run_1/m3.png
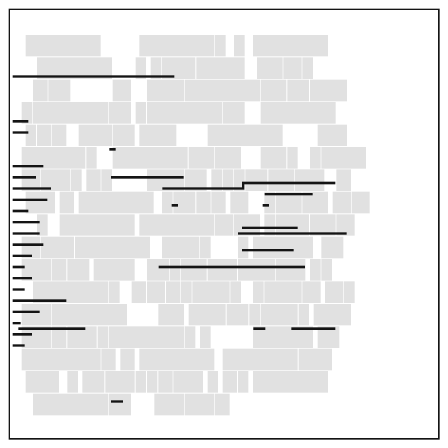
run_1/layers.png
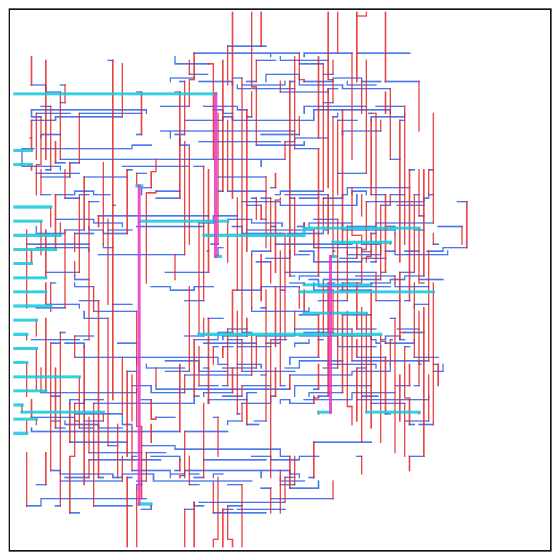
run_1/route_heat.png
The bar under the picture is 20 um long. 10 x 10 tiles, from white (low) to dark blue (high), scaled to the fullest tile. Values are wire area over tile area, all layers added.
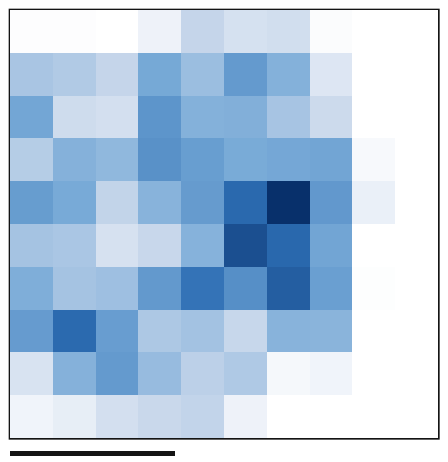
==> config.mk <==
export PLATFORM = sky130hd
export DESIGN_NAME = alu_rr_arbiter_flat
export DESIGN_NICKNAME = d
export VERILOG_FILES = /design/src/rtl/alu_rr_arbiter_pkg.sv /design/src/rtl/alu_rr_arbiter_if.sv /design/src/rtl/alu_rr_arbiter_alu.sv /design/src/rtl/alu_rr_arbiter.sv /design/src/flat_wrapper.sv
export SDC_FILE = /design/constraint.sdc
export NUM_CORES = 1
export LEC_CHECK = 0
export CAP_MARGIN = 20
export CORE_UTILIZATION = 62
export DETAILED_ROUTE_END_ITERATION = 6
export DONT_BUFFER_PORTS = 1
export GPL_ROUTABILITY_DRIVEN = 0
export PLACE_DENSITY = 0.88
export SLEW_MARGIN = 20
export SYNTH_ARGS = -nofsm -noshare
export SYNTH_HDL_FRONTEND = slang
export SYNTH_SLANG_ARGS = --single-unit
export TNS_END_PERCENT = 5
==> constraint.sdc <==
create_clock -name clk -period 2.47 [get_ports clk]
set_input_delay 0.6175 -clock clk [delete_from_list [all_inputs] [get_ports clk]]
set_output_delay 0.6175 -clock clk [all_outputs]
set_load 0.01 [all_outputs]
==> results.sh, run 1 <==
# yosys + openroad results
export IMPL_outcome="finished clean"
export IMPL_cp_required_ns=2.70
export IMPL_clk_pin_slew_ns=0.12
export IMPL_final_util_pct=68.83
export IMPL_instances_no_fill=183
export IMPL_crit_path_start_kind="flop"
export IMPL_via_per_inst=6.279
export IMPL_fin_nets=192
export IMPL_edf_count=0
export IMPL_ys_sh_xor_pct=1.134
export IMPL_cts_sinks=22
export IMPL_crit_arrival_ns=2.49
export IMPL_gr_total_overflow=0
export IMPL_fmax_ghz=0.4428
export IMPL_cts_resized=0
export IMPL_max_stage_delay_ns=0.44
export IMPL_syn_to_final_growth_pct=1.376
export IMPL_crit_chain="ha_1 > fa_1 > mux2_2 > a211oi_2 > o2111ai_1 > o41ai_2"
export IMPL_ant_nets=0
export IMPL_critPathTopFamily="AND-OR/OR-AND gates"
export IMPL_drv_cap=0
export IMPL_finalHoldViolCount=0
export IMPL_drt_first_pass_iters=5
export IMPL_fp_dieH_um=51.93
export IMPL_finalClockPeriodUsage_pct=91.43
export IMPL_yosysWarningCount=0
export IMPL_ys_sh_aoi_pct=17.49
export IMPL_n_antenna_cell=0
export IMPL_warnings=32
export IMPL_fp_nets=194
export IMPL_yosysTopAreaCellShare_pct=34.01
export IMPL_period_minus_slack_ns=2.258
export IMPL_cp_slowest_cell="fa_1"
export IMPL_core_area_mm2=0.002276
export IMPL_synth_logic_top_family="simple AND/OR/NAND/NOR gates"
export IMPL_top_cell="dfrtp_1"
export IMPL_grt_pass1_wl_um=4754
export IMPL_htree_levels=1
export IMPL_cp_end_kind="flop"
export IMPL_finalMaxSlewViolations=0
export IMPL_clk_path_buf_depth=2
export IMPL_worstSetupPathType="flop to flop"
Notes on m3.png above:
share of all routed wire: 5.7%
nets with wire on the layer: 27
longest straight run: 19.3 um
main direction: horizontal
Routed WL: 2845 um
Vias: 1149
met3 Use GR: 4.094%

Notes on layers.png above:
legend:
  cyan:
    layer: M3
    wire_length: 161 um
  magenta:
    layer: M4
    wire_length: 61.2 um
  red:
    layer: M2
    wire_length: 1460 um
  blue:
    layer: M1
    wire_length: 1160 um
GRT Total Usage: 24.55%
wire length per cell: 15.55 um

Notes on route_heat.png above:
tiles over half the peak: 25%
fullest tile: 0.55
densest ninth of the die: centre

## run 1: placed cells by master (no fill, tap or decap), drive strengths merged, types with 2 or more instances in the layout
| cell type | n |
|---|---|
| dfrtp | 21 |
| nor2 | 20 |
| a21oi | 14 |
| inv | 12 |
| mux2i | 10 |
| ha | 9 |
| nand2 | 8 |
| mux2 | 4 |
| nand2b | 4 |
| a311oi | 4 |
| clkbuf | 4 |
| and2 | 3 |
| nor2b | 3 |
| o2111ai | 2 |
| o211ai | 2 |
| o21a | 2 |
| o21ai | 2 |
| xnor2 | 2 |
| fa | 2 |
| buf | 2 |
| a21boi | 2 |
| nor3 | 2 |
| nor3b | 2 |
## run 1: per-layer routing
metal / routed length [um] / track usage, % / vias to the layer above
met1: 1160 / 29.25 / 549
li1: - / - / 548
met2: 1462 / 42.52 / 45
met5: 0 / 0 / -
met3: 161 / 4.094 / 7
met4: 61 / 11.71 / 0
## run 1: metrics by stage
step	worst slack, ns	hold WS (ns)
after floorplan	0.3809	0.4348
after global placement	0.3054	0.4629
after detailed placement	0.2321	0.4897
after CTS	0.2128	0.3424
after global routing	0.1166	0.3911
final	0.2117	0.3231
## run 1: worst register-to-register path: stages, from the launching register on
cell	delay, ns
dfrtp_1	0.43
ha_1	0.26
fa_1	0.44
mux2_2	0.28
a211oi_2	0.23
o2111ai_1	0.18
o41ai_2	0.35
## run 1: final cells by class
class                           count  area, um^2
Multi-Input combinational cell    115       883.3
Fill cell                         153       709.4
Sequential cell                    22       551.8
Inverter                           12       45.04
Clock buffer                        4       36.28
Tap cell                           28       35.03
Timing Repair Buffer                2       15.01
## run 1: power breakdown
group | total [uW] | switching [uW] | internal [uW]
clock network | 199 | 109 | 90.2
logic | 1020 | 527 | 494
registers | 864 | 323 | 541
total | 2080 | 959 | 1130
run_1/clock_wires.png
The bar under the picture is 20 um long.
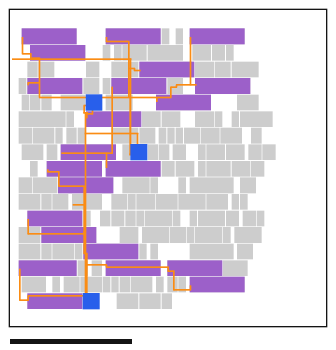

==> inputs of run 2 (changes only) <==
--- a/config.mk
+++ b/config.mk
@@ -10,7 +10,7 @@
 export DETAILED_ROUTE_END_ITERATION = 6
 export DONT_BUFFER_PORTS = 1
 export GPL_ROUTABILITY_DRIVEN = 0
-export PLACE_DENSITY = 0.88
+export PLACE_DENSITY = 0.77
 export SLEW_MARGIN = 20
 export SYNTH_ARGS = -nofsm -noshare
 export SYNTH_HDL_FRONTEND = slang
run_2/clock_wires.png
The bar under the picture is 20 um long.
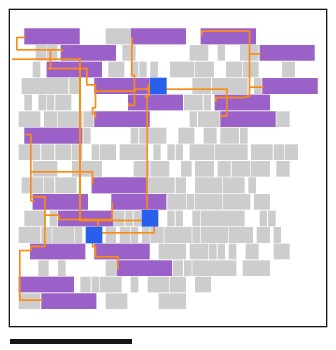
legend:
  purple:
    item: flip-flops
    count: 22
  blue:
    item: clock-net drivers
    count: 3
  orange:
    item: clock wires
    length: 268 um
routed clock nets: 4
Setup Skew: 0.006167 ns
power in the clock group: 198 uW
clock share of power: 9.5%
Clock Latency Late Sink: 0.31 ns

==> results.sh, run 2 <==
# yosys + openroad results
export IMPL_crit_chain="ha_1 > fa_1 > mux2_2 > a211oi_2 > o2111ai_1 > o41ai_2"
export IMPL_mi_logic_area_um2=883.3
export IMPL_core_area_mm2=0.002276
export IMPL_yosysWarningCount=0
export IMPL_p_int_uw=1121
export IMPL_vias=1138
export IMPL_period_minus_slack_ns=2.232
export IMPL_top_cell="dfrtp_1"
export IMPL_htree_levels=1
export IMPL_n_antenna_cell=0
export IMPL_wl_per_cell_um=16.10
export IMPL_fp_nets=194
export IMPL_finalMaxSlewViolations=0
export IMPL_yosysTopAreaCellShare_pct=34.01
export IMPL_p_seq_share_pct=41.7
export IMPL_final_common_cell="dfrtp_1"
export IMPL_critPathTopFamily="AND-OR/OR-AND gates"
export IMPL_drt_wl_total_um=2946
export IMPL_p_sw_uw=952.3
export IMPL_cp_end_kind="flop"
export IMPL_crit_path_start_kind="flop"
export IMPL_crit_arrival_ns=2.45
export IMPL_dp_slack_ns=0.2477
export IMPL_cts_resized=0
export IMPL_finalHoldViolCount=0
export IMPL_fmax_ghz=0.4480
export IMPL_warnings=32
export IMPL_cp_required_ns=2.69
export IMPL_grt_pass1_vias=1125
export IMPL_worstPathMaxFanout=4
export IMPL_vdd_drop_max_v=0.0008262
export IMPL_track_usage_pct=25.26
export IMPL_syn_to_final_growth_pct=1.376
export IMPL_pwr_share_comb_pct=48.8
export IMPL_gr_total_overflow=0
export IMPL_clk_path_buf_depth=2
export IMPL_finalClockPeriodUsage_pct=90.37
export IMPL_worstSetupPathType="flop to flop"
export IMPL_drt_first_pass_iters=4
export IMPL_fillCellCount=169
export IMPL_outcome="finished clean"
export IMPL_grt_pass1_wl_um=4871
export IMPL_swShare_pct=45.93
export IMPL_via_per_inst=6.219
export IMPL_clk_pin_slew_ns=0.12
export IMPL_fin_nets=192
export IMPL_io_buffers=0
export IMPL_lay_top_cells="dfrtp_1, nor2_1, a21oi_1, inv_1, mux2i_1"
export IMPL_drv_cap=0
export IMPL_dieWidth_um=51.93
export IMPL_cp_slowest_cell="dfrtp_1"
run_2/clock_nets.png
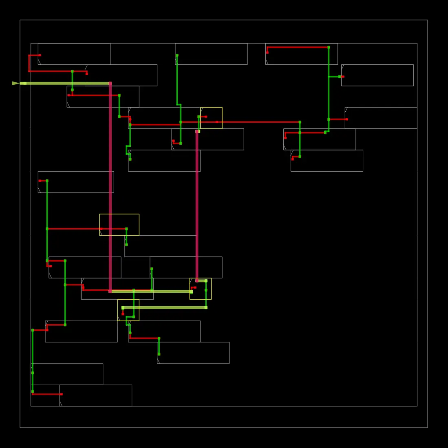
CTS Buf Count: 3
# clk buffers: 4
seq_cells: 22
Clock Sinks: 22

run 2: cell counts after synthesis:
Identical to the previous run, type by type.
run 2: metal layers:
metal  vias to the layer above  share of wire [%]  global-route usage (%)
met5                         -                  0                       0
met4                         0                3.2                   13.96
met3                        10                5.8                   5.556
met2                        48                 48                   41.24
met1                       533                 43                   30.58
li1                        547                  -                       -
run 2: logic make-up after synthesis:
| kind of cell | synth area share, % |
|---|---|
| simple gates | 18.70 |
| fa+ha+maj | 9.879 |
| mux | 9.393 |
| xor+xnor | 1.134 |
| compound gates | 17.49 |
| buf+inv | 7.691 |
| flops | 35.71 |
run 2: metrics by stage:
step                      util, %  std cells
after floorplan                 -        158
after global placement      67.23        179
after detailed placement    67.23        179
after CTS                   68.83        183
after global routing        68.83        183
final                       68.83        183
run 2: layout make-up:
cell class	count	area share [%]
Multi-Input combinational cell	115	56.39
Sequential cell	22	35.22
Inverter	12	2.875
Clock buffer	4	2.316
Tap cell	28	2.236
Timing Repair Buffer	2	0.9585
run 2: power by group through the flow:
stage / Combinational (uW) / Clock [uW] / Sequential, uW
after floorplan: 987 / 0 / 734
after global placement: 952 / 0 / 858
after detailed placement: 1010 / 0 / 871
after CTS: 1020 / 202 / 864
after global routing: 1120 / 213 / 909
final: 1010 / 198 / 864
No activity file was given, so power comes from the tool's default toggle rates.
